<file path="config.mk">
export PLATFORM = sky130hd
export DESIGN_NAME = div_iter
export DESIGN_NICKNAME = d
export VERILOG_FILES = /design/src/rtl/div_pkg.sv /design/src/rtl/div_step.sv /design/src/rtl/div_iter.sv
export SDC_FILE = /design/constraint.sdc
export NUM_CORES = 1
export LEC_CHECK = 0
export CAP_MARGIN = 20
export CORE_AREA = 4 4 66 68
export DETAILED_ROUTE_END_ITERATION = 8
export DIE_AREA = 0 0 70 72
export DONT_BUFFER_PORTS = 1
export SYNTH_ARGS = -nofsm -noshare
export SYNTH_HDL_FRONTEND = slang
export SYNTH_SLANG_ARGS = --single-unit
</file>
<file path="constraint.sdc">
create_clock -name clk -period 4.6 [get_ports clk]
set_input_delay 0.92 -clock clk [delete_from_list [all_inputs] [get_ports clk]]
set_output_delay 0.92 -clock clk [all_outputs]
set_load 0.02 [all_outputs]
</file>
<file path="src/rtl/div_pkg.sv">
// Shared types and helpers for the iterative restoring divider div_iter.
package div_pkg;

  typedef enum logic [1:0] {
    ST_IDLE = 2'd0,
    ST_BUSY = 2'd1,
    ST_DONE = 2'd2
  } state_e;

  // The counter must be able to hold A_W itself: the cycle after the last
  // iteration registers the final result.
  function automatic int cnt_width(input int a_w);
    return $clog2(a_w + 1);
  endfunction

endpackage

</file>
<file path="src/rtl/div_step.sv">
// One radix-2 restoring step: shift in a dividend bit, trial-subtract the
// divisor, keep or restore, and emit one quotient bit.
module div_step #(
  parameter int B_W = 5
) (
  input  logic [B_W:0]   i_rem,
  input  logic           i_bit,
  input  logic [B_W-1:0] i_b,
  output logic [B_W:0]   o_rem,
  output logic           o_q_bit
);

  logic [B_W:0] shifted;
  logic [B_W:0] trial;

  // The incoming remainder is always below the divisor, so its top bit is
  // zero and the shifted value fits in B_W+1 bits without loss.
  always_comb begin
    shifted = (B_W+1)'({i_rem, i_bit});
    trial   = shifted - {1'b0, i_b};
    o_q_bit = (shifted >= {1'b0, i_b});
    o_rem   = o_q_bit ? trial : shifted;
  end

endmodule

</file>
<file path="src/rtl/div_iter.sv">
// Iterative radix-2 restoring divider, one quotient bit per cycle.
// Define DIV_ITER_SIGNED_EN for two's-complement operands and results.
module div_iter
  import div_pkg::*;
#(
  parameter int A_W = 8,
  parameter int B_W = 5
) (
  input  logic           clk,
  input  logic           rst,
  input  logic           i_in_valid,
  output logic           o_in_ready,
  input  logic [A_W-1:0] i_a,
  input  logic [B_W-1:0] i_b,
  output logic           o_out_valid,
  input  logic           i_out_ready,
  output logic [A_W-1:0] o_q,
  output logic [B_W-1:0] o_r,
  output logic           o_dz
);

  localparam int               CNT_W    = cnt_width(A_W);
  localparam logic [CNT_W-1:0] CNT_LAST = CNT_W'(A_W);

  state_e           state_q, state_d;
  logic [CNT_W-1:0] cnt_q, cnt_d;
  logic [A_W-1:0]   acc_q, acc_d;     // dividend shifts out MSB-first, quotient shifts in
  logic [B_W-1:0]   div_q, div_d;
  logic [B_W:0]     rem_q, rem_d;
  logic [A_W-1:0]   q_out_q, q_out_d;
  logic [B_W-1:0]   r_out_q, r_out_d;
  logic             dz_q, dz_d;

  logic [B_W:0]     step_rem;
  logic             step_bit;
  logic [A_W-1:0]   a_mag, q_fin;
  logic [B_W-1:0]   b_mag, r_fin, r_dz;

  div_step #(.B_W(B_W)) u_step (
    .i_rem   (rem_q),
    .i_bit   (acc_q[A_W-1]),
    .i_b     (div_q),
    .o_rem   (step_rem),
    .o_q_bit (step_bit)
  );

`ifdef DIV_ITER_SIGNED_EN
  logic q_neg_q, q_neg_d;
  logic r_neg_q, r_neg_d;

  // The core divides magnitudes; signs are reapplied when the result is
  // registered. The most-negative quotient wraps naturally on negation.
  always_comb begin
    a_mag = i_a[A_W-1] ? -i_a : i_a;
    b_mag = i_b[B_W-1] ? -i_b : i_b;
    q_fin = q_neg_q ? -acc_q : acc_q;
    r_fin = r_neg_q ? -rem_q[B_W-1:0] : rem_q[B_W-1:0];
    r_dz  = r_neg_q ? -acc_q[B_W-1:0] : acc_q[B_W-1:0];
  end
`else
  always_comb begin
    a_mag = i_a;
    b_mag = i_b;
    q_fin = acc_q;
    r_fin = rem_q[B_W-1:0];
    r_dz  = acc_q[B_W-1:0];
  end
`endif

  // NOTE: every signal written here gets a default first, so no path can
  // leave one unassigned and infer a latch.
  always_comb begin
    state_d    = state_q;
    cnt_d      = cnt_q;
    acc_d      = acc_q;
    div_d      = div_q;
    rem_d      = rem_q;
    q_out_d    = q_out_q;
    r_out_d    = r_out_q;
    dz_d       = dz_q;
    o_in_ready = 1'b0;
`ifdef DIV_ITER_SIGNED_EN
    q_neg_d    = q_neg_q;
    r_neg_d    = r_neg_q;
`endif

    unique case (state_q)
      ST_IDLE: begin
        o_in_ready = 1'b1;
        if (i_in_valid) begin
          acc_d   = a_mag;
          div_d   = b_mag;
          rem_d   = '0;
          cnt_d   = '0;
          state_d = ST_BUSY;
`ifdef DIV_ITER_SIGNED_EN
          q_neg_d = i_a[A_W-1] ^ i_b[B_W-1];
          r_neg_d = i_a[A_W-1];
`endif
        end
      end

      ST_BUSY: begin
        if (div_q == '0) begin
          // Zero divisor: no iterations, report the flagged result at once.
          state_d = ST_DONE;
          q_out_d = '1;
          r_out_d = r_dz;
          dz_d    = 1'b1;
        end else if (cnt_q == CNT_LAST) begin
          state_d = ST_DONE;
          q_out_d = q_fin;
          r_out_d = r_fin;
          dz_d    = 1'b0;
          cnt_d   = '0;
        end else begin
          acc_d = {acc_q[A_W-2:0], step_bit};
          rem_d = step_rem;
          cnt_d = cnt_q + CNT_W'(1);
        end
      end

      ST_DONE: begin
        if (i_out_ready) begin
          state_d = ST_IDLE;
          q_out_d = '0;
          r_out_d = '0;
          dz_d    = 1'b0;
        end
      end

      default: state_d = ST_IDLE;
    endcase
  end

  // NOTE: sequential state uses non-blocking assignments so every flop
  // samples the pre-edge values computed above.
  always_ff @(posedge clk) begin
    if (rst) begin
      state_q <= ST_IDLE;
      cnt_q   <= '0;
      q_out_q <= '0;
      r_out_q <= '0;
      dz_q    <= 1'b0;
    end else begin
      state_q <= state_d;
      cnt_q   <= cnt_d;
      q_out_q <= q_out_d;
      r_out_q <= r_out_d;
      dz_q    <= dz_d;
    end
  end

  // NOTE: the working datapath is left unreset; it is always reloaded on
  // acceptance before being read, so reset would only cost fan-out.
  always_ff @(posedge clk) begin
    acc_q <= acc_d;
    div_q <= div_d;
    rem_q <= rem_d;
`ifdef DIV_ITER_SIGNED_EN
    q_neg_q <= q_neg_d;
    r_neg_q <= r_neg_d;
`endif
  end

  assign o_out_valid = (state_q == ST_DONE);
  assign o_q         = q_out_q;
  assign o_r         = r_out_q;
  assign o_dz        = dz_q;

endmodule

</file>
run_1/sizes.png
(4 px per um)
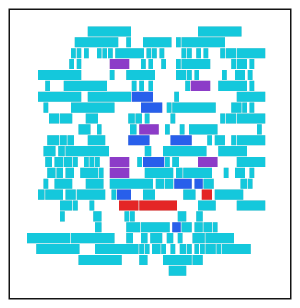
Key: cyan = _0 and _1 cells [cells 178, share 91%]; purple = _6 and larger [cells 6, share 3.1%]; red = _3 and _4 cells [cells 3, share 1.5%]; blue = _2 cells [cells 9, share 4.6%]

run_1/io_fan.png
(4 px per um)
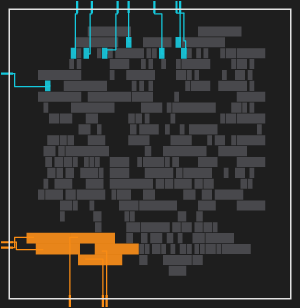
Key: cyan = i_a [bits 8, direction input, end cells 8, buffers 0, wire 91.0 um]; orange = i_b [bits 5, direction input, end cells 5, buffers 0, wire 60.7 um]
count of pins on the block boundary: 33
buffers added on ports: 0

==> flow_summary.toml, run 1 <==
# implementation run metrics
[outcome]
outcome = "finished, final reports clean"

[cts]
clock_sinks = 38
max-clock-path-buffers = 2
cts_repair_resize_count = 0
h-tree-depth = 2
cts_tree = "built"

[worst_setup_path]
worst_ep_required_time_ns = 4.62
worst_path_dominant_cell_family = "simple AND/OR/NAND/NOR gates"
timing.setup.critical_path_class = "flop to flop"
slowest_stage = "sky130_fd_sc_hd__nor3_1"
worst-path-max-fanout = 5
worst_setup_path_end_kind = "flop"
worst_path_cell_chain = "inv_1, ha_1, inv_1, fa_1, a211oi_1, nor2_1, nor3_1, nor2_1"
cp-start-kind = "flop"
crit_buf_inv = 2
critPathMaxStageDelay_ns = 0.48

[timing]
setup_tns_ns = 0
setup_repair_after_global_routing_missed_its_margin = "false"
hold_violations = 0
holdWs_ns = 0.485
setup_viol = 0
timing.final.crit_period_ns = 2.42
timing_max_transition_violations_final = 0
max_slew.worst_pin.slew_ns = 0.825
final_critical_path_setup_slack_ns = 2.18

[die]
std_cell_rows = 23
fp_util = 0.489
coreArea_um2 = 3860

[synth]
synth.cellmix.xorXnorShare = 0.00929
synth-warning-count = 0
yosys_cells = 194
syn-instance-count = 194
logic_family = "simple AND/OR/NAND/NOR gates"
ys_area_um2 = 1890
ys.flops = 38
post_synth_instance_area_um2 = 1890
syn-num-nets = 219
simple_gate_area_frac = 0.212
mux_area_frac = 0

[detailed_routing]
routed_wire_length_um = 4180
via_cell_ratio = 5.70
met1_wirelength_um = 1890
wire_per_inst_um = 17.0
drc = 0
top_layer_used = "met4"
dr.pass1.iters = 4
routed-wl-met3_um = 210
detailroute.via_count = 1403

[placed_design]
detailed_place_hpwl_um = 3130

[job]
cap_violations = 0
log.warning_count = 27

[final_layout]
final_core_util = 0.521
logic_area_um2 = 867
final_design_area_no_fill_um2 = 2010
fraction_of_layout_instances_using_a_drive_strength_above_1 = 0.0918
area_growth_syn_to_layout_pct = 6.57
fillerInstances = 377
design.final.nets = 220
mostFrequentLayoutCells = "44 x sky130_fd_sc_hd__nand2_1, 20 x sky130_fd_sc_hd__dfxtp_1, 19 x sky130_fd_sc_hd__nor2_1"

[global_routing]
gr-total-overflow = 0
initial_antenna_violation_count = 0
vias_in_the_first_global_route = 1381
grt_max_degree = 21

[min_path]
worst_hold_path_type = "flop to flop"
run_1/cell_density.png
(4 px per um) 7 x 7 tiles, from dark blue (low) to red (high), 0 to 100% covered.
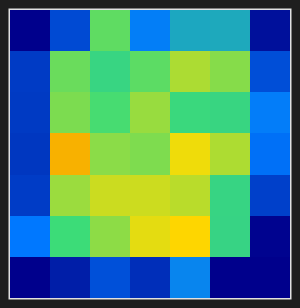
The densest ninth of the die: center. 4.1% of the tiles are over 75% full. 10% of the tiles are nearly empty.

-- run 1: where the power goes --
| part | switching, mW | internal (mW) |
|---|---|---|
| registers | 0.0245 | 0.384 |
| clock network | 0.110 | 0.122 |
| logic | 0.0656 | 0.0404 |
-- run 1: layout make-up --
class | instances | area share
repair buffers | 1 | 0.00374
well taps | 50 | 0.0311
clock buffers | 8 | 0.0448
multi-input cells | 138 | 0.432
inverters | 11 | 0.0205
flip-flops and latches | 38 | 0.468
-- run 1: path summary, 6_finish.rpt --
| path | slack, ns | startpoint | end | depth (start not counted) |
|---|---|---|---|---|
| setup reg to reg | 2.18 | acc_q[7] | acc_q[0] | 8 |
| hold / removal | 0.49 | cnt_q[1] | cnt_q[1] | 2 |
| hold reg to reg | 0.49 | cnt_q[1] | cnt_q[1] | 2 |
| setup / recovery | 2.18 | acc_q[7] | acc_q[0] | 8 |
-- run 1: cells in the mapped netlist (3+ instances only) --
cell type / instances / share of area
sky130_fd_sc_hd__a221oi_2: 5 / 0.040
sky130_fd_sc_hd__clkbuf_1: 4 / 0.0080
sky130_fd_sc_hd__ha_1: 7 / 0.046
sky130_fd_sc_hd__o21ai_0: 3 / 0.0080
sky130_fd_sc_hd__a211oi_1: 9 / 0.036
sky130_fd_sc_hd__nor3_1: 3 / 0.0080
sky130_fd_sc_hd__nor2_1: 19 / 0.038
sky130_fd_sc_hd__dfxtp_1: 20 / 0.21
sky130_fd_sc_hd__edfxtp_1: 18 / 0.29
sky130_fd_sc_hd__inv_1: 11 / 0.022
sky130_fd_sc_hd__o2bb2ai_1: 4 / 0.019
sky130_fd_sc_hd__nand2_1: 44 / 0.088
sky130_fd_sc_hd__a21oi_1: 11 / 0.029
## Run 2: what changed since run 1
==> constraint.sdc (replaced) <==
create_clock -name clk -period 2.47 [get_ports clk]
set_input_delay 0.494 -clock clk [delete_from_list [all_inputs] [get_ports clk]]
set_output_delay 0.494 -clock clk [all_outputs]
set_load 0.02 [all_outputs]
==> run 2 against run 1 <==
- maximum frequency up 12%
- critical path type unchanged
- non-clock buffer count up 4
- final cell count grew 1.6%
- first-iteration DRC count grew 45%
- wire length grew 3.8%
- register-to-register slack got worse by 1.9 ns
==> flow_summary.toml, run 2 <==
# implementation run metrics
[timing]
skew_final_ns = 0.0107
finalClockPeriodUsage = 0.877
hold_violations = 0
setup_tns_ns = 0
worst_slew_margin_rel = 0.565
maxClockFrequency_ghz = 0.462
max_slew.worst_pin.slew_ns = 0.648
timing.final.crit_period_ns = 2.17
holdWs_ns = 0.256
final_critical_path_setup_slack_ns = 0.304
setup_repair_after_global_routing_missed_its_margin = "false"
setup_viol = 0
timing_max_transition_violations_final = 0

[job]
cap_violations = 0
log.warning_count = 27

[synth]
synth_cell_type_count = 39
synth_largest_type_area_fraction = 0.287
synth_seq_share = 0.499
synthDominantAreaCellType = "sky130_fd_sc_hd__edfxtp_1"
synthTopCellsByArea = "sky130_fd_sc_hd__edfxtp_1 29%, sky130_fd_sc_hd__dfxtp_1 21%, sky130_fd_sc_hd__nand2_1 8.8%"
yosys_cells = 194
syn-num-nets = 219
common_cells = "44 x sky130_fd_sc_hd__nand2_1, 20 x sky130_fd_sc_hd__dfxtp_1, 19 x sky130_fd_sc_hd__nor2_1"
synth-warning-count = 0
asyncSetResetFlopFracSynth = 0
mean_post_synth_cell_area_um2 = 9.72
ys.flops = 38
syn-instance-count = 194
postSynth.topFlopCell = "sky130_fd_sc_hd__dfxtp_1"
edf_count = 18
most_common_cell = "sky130_fd_sc_hd__nand2_1"
post_synth_instance_area_um2 = 1890
ys_area_um2 = 1890

[power_and_ir_drop]
power_density_nw_per_um2 = 693
ir_worst_vdd_v = 0.000280
power_leakage_nw = 0.776
fin_total_pwr_mw = 1.42

[min_path]
worst_hold_path_type = "primary input to flop"

[worst_setup_path]
critical_path.most_common_cell = "sky130_fd_sc_hd__inv_1"
worst_path_cell_chain = "inv_1, ha_1, inv_1, fa_1, a211oi_1, nor2_1, o21ai_1, o2bb2ai_1"
crit_arrival_ns = 2.21
worst_ep_required_time_ns = 2.51
critPathMaxStageDelay_ns = 0.43
worst-path-max-fanout = 4
worst_path_dominant_cell_family = "AND-OR/OR-AND gates"
worst_setup_path_end_kind = "flop"
cp-start-kind = "flop"
timing.setup.critical_path_class = "flop to flop"
slowest_stage = "sky130_fd_sc_hd__edfxtp_1"
crit_buf_inv = 2

[detailed_routing]
via_cell_ratio = 5.80
drtIter0Drc = 122
drt.antenna.violating_nets = 0
dr.pass1.iters = 4
routed_wire_length_um = 4340
drc = 0
wire_per_inst_um = 17.3
detailroute.via_count = 1449

[final_layout]
layout.cells.most_common = "sky130_fd_sc_hd__nand2_1"
design.final.nets = 224
fraction_of_layout_instances_using_a_drive_strength_above_1 = 0.120
mostFrequentLayoutCells = "44 x sky130_fd_sc_hd__nand2_1, 20 x sky130_fd_sc_hd__dfxtp_1, 19 x sky130_fd_sc_hd__nor2_1"
area_growth_syn_to_layout_pct = 8.36
antenna-diode-count = 0

[die]
chipArea_um2 = 5040
die_height_um = 72
chipWidth_um = 70
top_level_ports = 33

[placed_design]
pre_cts_slack_ns = 0.180
portBuffers = 0
detailed_place_hpwl_um = 3260
routabilityCongestion = 0.834

[cts]
cts_repair_resize_count = 0
max-clock-path-buffers = 2
clock_sinks = 38
cts-buffers-inserted = 5
ctsHoldBuffers = 0
clock.latency.late_pin_ns = 0.30
post-cts-setup-buffer-count = 0
clock_tree.root_cell = "sky130_fd_sc_hd__clkbuf_8"
cts_tree = "built"
clkSlewWorstSetupHoldPaths_ns = 0.08
h-tree-depth = 2

[global_routing]
grt_max_degree = 21
vias_in_the_first_global_route = 1373
grtUsageTotal = 0.179
initial_antenna_violation_count = 0
grt_pass1_wl_um = 6960
gr-total-overflow = 0

[outcome]
outcome = "finished, final reports clean"
[run 2: cell counts after synthesis]
Identical to the previous run, type by type.
[run 2: through the flow]
step	util	cell area (um2)	cells
after floorplan	-	1890	194
after global placement	0.506	1950	242
after detailed placement	0.506	1950	242
after CTS	0.530	2040	250
after global routing	0.530	2040	250
final	0.530	2040	250
[run 2: power by group]
group | total, mW | internal (mW) | switching, mW | leakage (nW)
sequential | 0.762 | 0.715 | 0.0476 | 0.344
combinational | 0.201 | 0.0810 | 0.120 | 0.381
clock | 0.452 | 0.225 | 0.227 | 0.0515
[run 2: kinds of logic (layout without fill, tap and decap cells)]
logic type               count (synthesis)  count (layout)  share of synthesized area
adder cells (fa/ha/maj)                  8               8                     0.0571
flip-flops                              38              38                      0.499
XOR/XNOR                                 2               2                    0.00929
buffers and inverters                   18              24                     0.0411
AND/OR/NAND/NOR                         87              87                      0.212
AND-OR/OR-AND                           41              41                      0.181
[run 2: area by class of cell]
class / count / area, um2
timing repair buffer: 5 / 37.5
tap: 50 / 62.6
clock buffer: 6 / 82.6
multi-input combinational: 138 / 867
sequential: 38 / 941
inverter: 11 / 41.3
clock inverter: 2 / 11.3
fill: 359 / 1810
[run 2: final timing paths]
check | from | end | slack (ns) | depth (start not counted)
worst min register to register | cnt_q[1] | cnt_q[1] | 0.50 | 2
worst max-delay path | acc_q[7] | rem_q[0] | 0.30 | 8
worst min-delay path | rst | state_q[1] | 0.26 | 1
worst max register to register | acc_q[7] | rem_q[0] | 0.30 | 8
[run 2: per-layer routing]
| metal | share of wire | global-route usage | vias to the layer above |
|---|---|---|---|
| met2 | 0.49 | 0.288 | 36 |
| li1 | - | - | 699 |
| met3 | 0.051 | 0.0540 | 10 |
| met4 | 0.024 | 0.0787 | 0 |
| met5 | 0 | 0 | - |
| met1 | 0.44 | 0.225 | 704 |
run_2/io_fan.png
(4 px per um)
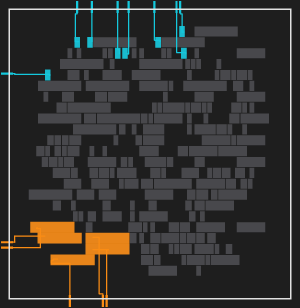
Key: orange = i_b [bits 5, direction input, end cells 5, buffers 0, wire 71.9 um]; cyan = i_a [bits 8, direction input, end cells 8, buffers 0, wire 77.2 um]

run_2/cell_density.png
(4 px per um) 7 x 7 tiles, from dark blue (low) to red (high), 0 to 100% covered.
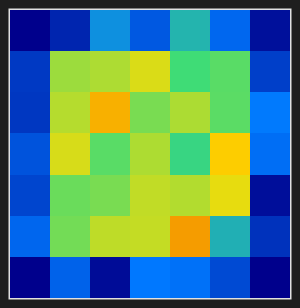
FP Util: 0.489
Core Box Area: 3860 um2
fin util: 0.530

run_2/placement.png
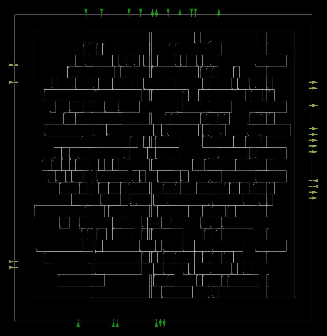
sequential portion of the cell area: 0.461
tapcells inserted: 50
site row count: 23

## Run 3: what changed since run 2
--- a/config.mk
+++ b/config.mk
@@ -6,9 +6,9 @@
 export NUM_CORES = 1
 export LEC_CHECK = 0
 export CAP_MARGIN = 20
-export CORE_AREA = 4 4 66 68
+export CORE_AREA = 4 4 80 64
 export DETAILED_ROUTE_END_ITERATION = 8
-export DIE_AREA = 0 0 70 72
+export DIE_AREA = 0 0 84 68
 export DONT_BUFFER_PORTS = 1
 export SYNTH_ARGS = -nofsm -noshare
 export SYNTH_HDL_FRONTEND = slang
==> run 3 against run 2 <==
- critical path depth is the same
- count of clock-buffer cells in the layout is the same
- wire length shrank 0.35%
- critical path type unchanged
- first-iteration DRC count shrank 21%
- combinational power is essentially flat
- sequential power is essentially flat
- flip-flop count is the same
- clock skew shrank 0.0077 ns
==> flow_summary.toml, run 3 <==
# implementation run metrics
[synth]
ys_area_um2 = 1890
post_synth_instance_area_um2 = 1890
synth_adder_area_share = 0.0571
most_common_cell = "sky130_fd_sc_hd__nand2_1"
syn-num-nets = 219
synthTopCellsByArea = "sky130_fd_sc_hd__edfxtp_1 29%, sky130_fd_sc_hd__dfxtp_1 21%, sky130_fd_sc_hd__nand2_1 8.8%"
simple_gate_area_frac = 0.212
logic_family = "simple AND/OR/NAND/NOR gates"
syn-instance-count = 194
synth.cellmix.xorXnorShare = 0.00929
yosys_cells = 194
synthDominantAreaCellType = "sky130_fd_sc_hd__edfxtp_1"
synth_cell_type_count = 39
mean_post_synth_cell_area_um2 = 9.72
edf_count = 18
synth_seq_share = 0.499
mux_area_frac = 0
asyncSetResetFlopFracSynth = 0
postSynth.topFlopCell = "sky130_fd_sc_hd__dfxtp_1"
common_cells = "44 x sky130_fd_sc_hd__nand2_1, 20 x sky130_fd_sc_hd__dfxtp_1, 19 x sky130_fd_sc_hd__nor2_1"
ys.flops = 38
synth-warning-count = 0
synth.cellmix.compoundShare = 0.181
synth_largest_type_area_fraction = 0.287

[die]
die_height_um = 68
chipArea_um2 = 5710
top_level_ports = 33
chipWidth_um = 84
std_cell_rows = 21

[detailed_routing]
wire_per_inst_um = 16.9
detailroute.via_count = 1446
drt.antenna.violating_nets = 0
wl_met2_um = 2020
routed_wire_length_um = 4320
via_cell_ratio = 5.65
met1_wirelength_um = 1890
routed-wl-met3_um = 320
drtIter0Drc = 96
drc = 0
dr.pass1.iters = 4
top_layer_used = "met4"

[cts]
clock_tree.root_cell = "sky130_fd_sc_hd__clkbuf_8"
clock.latency.late_pin_ns = 0.29
cts_repair_resize_count = 0
h-tree-depth = 2
clkSlewWorstSetupHoldPaths_ns = 0.08
clock_sinks = 38
ctsHoldBuffers = 0
cts-buffers-inserted = 5
max-clock-path-buffers = 2
cts_tree = "built"
post-cts-setup-buffer-count = 0

[global_routing]
vias_in_the_first_global_route = 1449
initial_antenna_violation_count = 0
grt_pass1_wl_um = 7070
top_usage_layer = "met2"
gr-total-overflow = 0
grtUsageTotal = 0.164
gr-usage-met3 = 0.0614
use_met2 = 0.256
grt_max_degree = 21
grt_util_met1 = 0.201

[placed_design]
routabilityCongestion = 0.830
detailed_place_hpwl_um = 3290
portBuffers = 0

[worst_setup_path]
reg2reg_depth = 8
worst_ep_required_time_ns = 2.51
slowest_stage = "sky130_fd_sc_hd__fa_1"
worst_r2r_startpoint = "acc_q[7]"
worst-path-max-fanout = 4
regToRegSetupSlack_ns = 0.21
timing.setup.critical_path_class = "flop to flop"
critical_path.most_common_cell = "sky130_fd_sc_hd__inv_1"
crit-reg2reg-capture = "rem_q[2]"
worst_setup_path_end_kind = "flop"
crit_arrival_ns = 2.30
worst_path_cell_chain = "inv_1, ha_1, inv_1, fa_1, a211oi_1, nor2_1, o21ai_0, o2bb2ai_1"
critPathMaxStageDelay_ns = 0.42
cp-start-kind = "flop"

[min_path]
hold_path.startpoint = "rst"
worst_hold_path_type = "primary input to flop"
min_delay_worst_endpoint = "o_r[2]"
hold_path_depth = 1

[power_and_ir_drop]
ir_worst_vdd_v = 0.000356
power_leakage_nw = 0.772
power_density_nw_per_um2 = 708

[job]
cap_violations = 0
log.warning_count = 27

[timing]
worst_slew_margin_rel = 0.565
timing.final.crit_period_ns = 2.26
holdWs_ns = 0.255
setup_viol = 0
max_slew.worst_pin.slew_ns = 0.649
setup_repair_after_global_routing_missed_its_margin = "false"
skew_final_ns = 0.00304
timing_max_transition_violations_final = 0
maxClockFrequency_ghz = 0.442
finalClockPeriodUsage = 0.915
hold_violations = 0
setup_tns_ns = 0

[final_layout]
mostFrequentLayoutCells = "44 x sky130_fd_sc_hd__nand2_1, 20 x sky130_fd_sc_hd__dfxtp_1, 19 x sky130_fd_sc_hd__nor2_1"
antenna-diode-count = 0
design.final.nets = 223
fraction_of_layout_instances_using_a_drive_strength_above_1 = 0.116
layout.cells.most_common = "sky130_fd_sc_hd__nand2_1"
area_growth_syn_to_layout_pct = 9.16

[outcome]
outcome = "finished, final reports clean"
[run 3: cell type report]
| type | count | area, um2 |
|---|---|---|
| fill | 436 | 2250 |
| clock buffer | 6 | 93.8 |
| inverter | 11 | 41.3 |
| clock inverter | 2 | 13.8 |
| timing repair buffer | 4 | 30.0 |
| tap | 57 | 71.3 |
| sequential | 38 | 941 |
| multi-input combinational | 138 | 867 |
[run 3: worst max-delay path by stage]
stage,startpoint,to,depth (start not counted)
after floorplan,acc_q[7],acc_q[0],8
after CTS,acc_q[7],rem_q[2],8
after global placement,acc_q[7],rem_q[2],8
final,acc_q[7],rem_q[2],8
after detailed placement,acc_q[7],rem_q[2],8
after global routing,acc_q[7],rem_q[2],8
[run 3: power breakdown]
part	switching (mW)	leakage, nW	internal, mW
Sequential	0.0464	0.344	0.714
Clock	0.235	0.0529	0.260
Combinational	0.120	0.375	0.0811
Total	0.401	0.772	1.06
[run 3: worst max-delay path, delay by kind of cell (launching register included)]
kind / cells / cell delay, ns
AOI/OAI and AO/OA: 3 / 0.79
adders and majority gates: 2 / 0.55
buffers and inverters: 2 / 0.14
DFF: 1 / 0.41
and+or+nand+nor: 1 / 0.11
[run 3: metrics by stage]
step,power [mW],util,setup WS [ns],instances,area [um2]
after floorplan,0.915,-,0.408,194,1890
after global routing,1.53,0.478,0.0433,256,2060
after global placement,0.971,0.453,0.266,248,1950
after detailed placement,0.975,0.453,0.244,248,1950
after CTS,1.47,0.478,0.220,256,2060
final,1.46,0.478,0.209,256,2060
[run 3: cell families after synthesis]
kind of cell / Yosys count
compound gates: 41
xor+xnor: 2
fa+ha+maj: 8
buf+inv: 18
flops: 38
simple gates: 87
run_3/placement.png
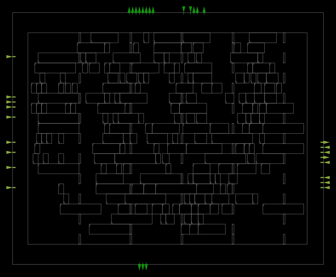
Core Box Area: 4310 um2
flip-flops: 38
tapcells inserted: 57

run_3/cell_density.png
(4 px per um) 8 x 7 tiles, from dark blue (low) to red (high), 0 to 100% covered.
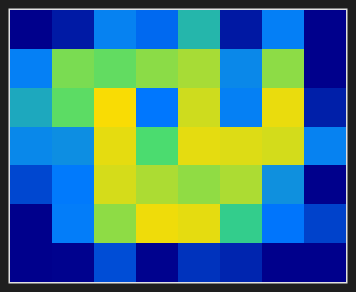
The densest ninth of the die: center. The mean over all tiles is 35%. 18% of the tiles are nearly empty. The fullest tile reaches 74%.
fin util: 0.478
FP Util: 0.438

run_3/io_fan.png
(4 px per um)
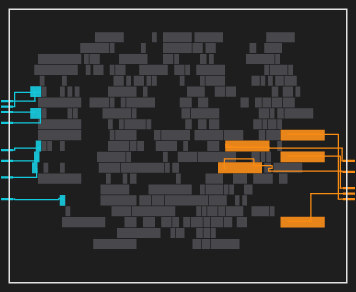
Key: orange = i_b [bits 5, direction input, end cells 5, buffers 0, wire 146 um]; cyan = i_a [bits 8, direction input, end cells 8, buffers 0, wire 73.2 um]


==> layout pictures side by side <==
Met1 routing.
(a)
(6 px per um) Supply wires on this layer in gray. Cells faint in the background.
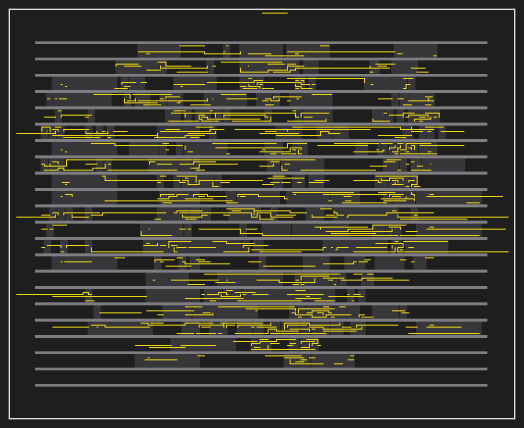
(b)
(8 px per um) Supply wires on this layer in gray. Cells faint in the background.
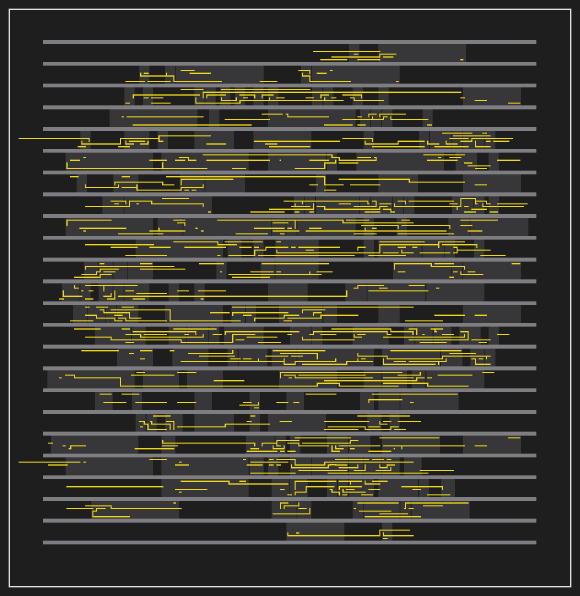
(c)
(8 px per um) Supply wires on this layer in gray. Cells faint in the background.
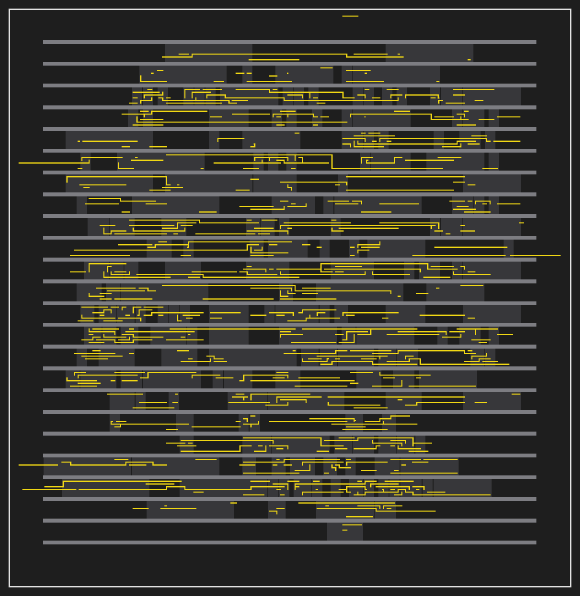
- (a) = run 3
- (b) = run 2
- (c) = run 1

Key to (c):
The layer holds 45% of the routed length. The wires run mostly horizontal. The layer carries 1890 um of wire.

Power is estimated from default activity; no workload was simulated.
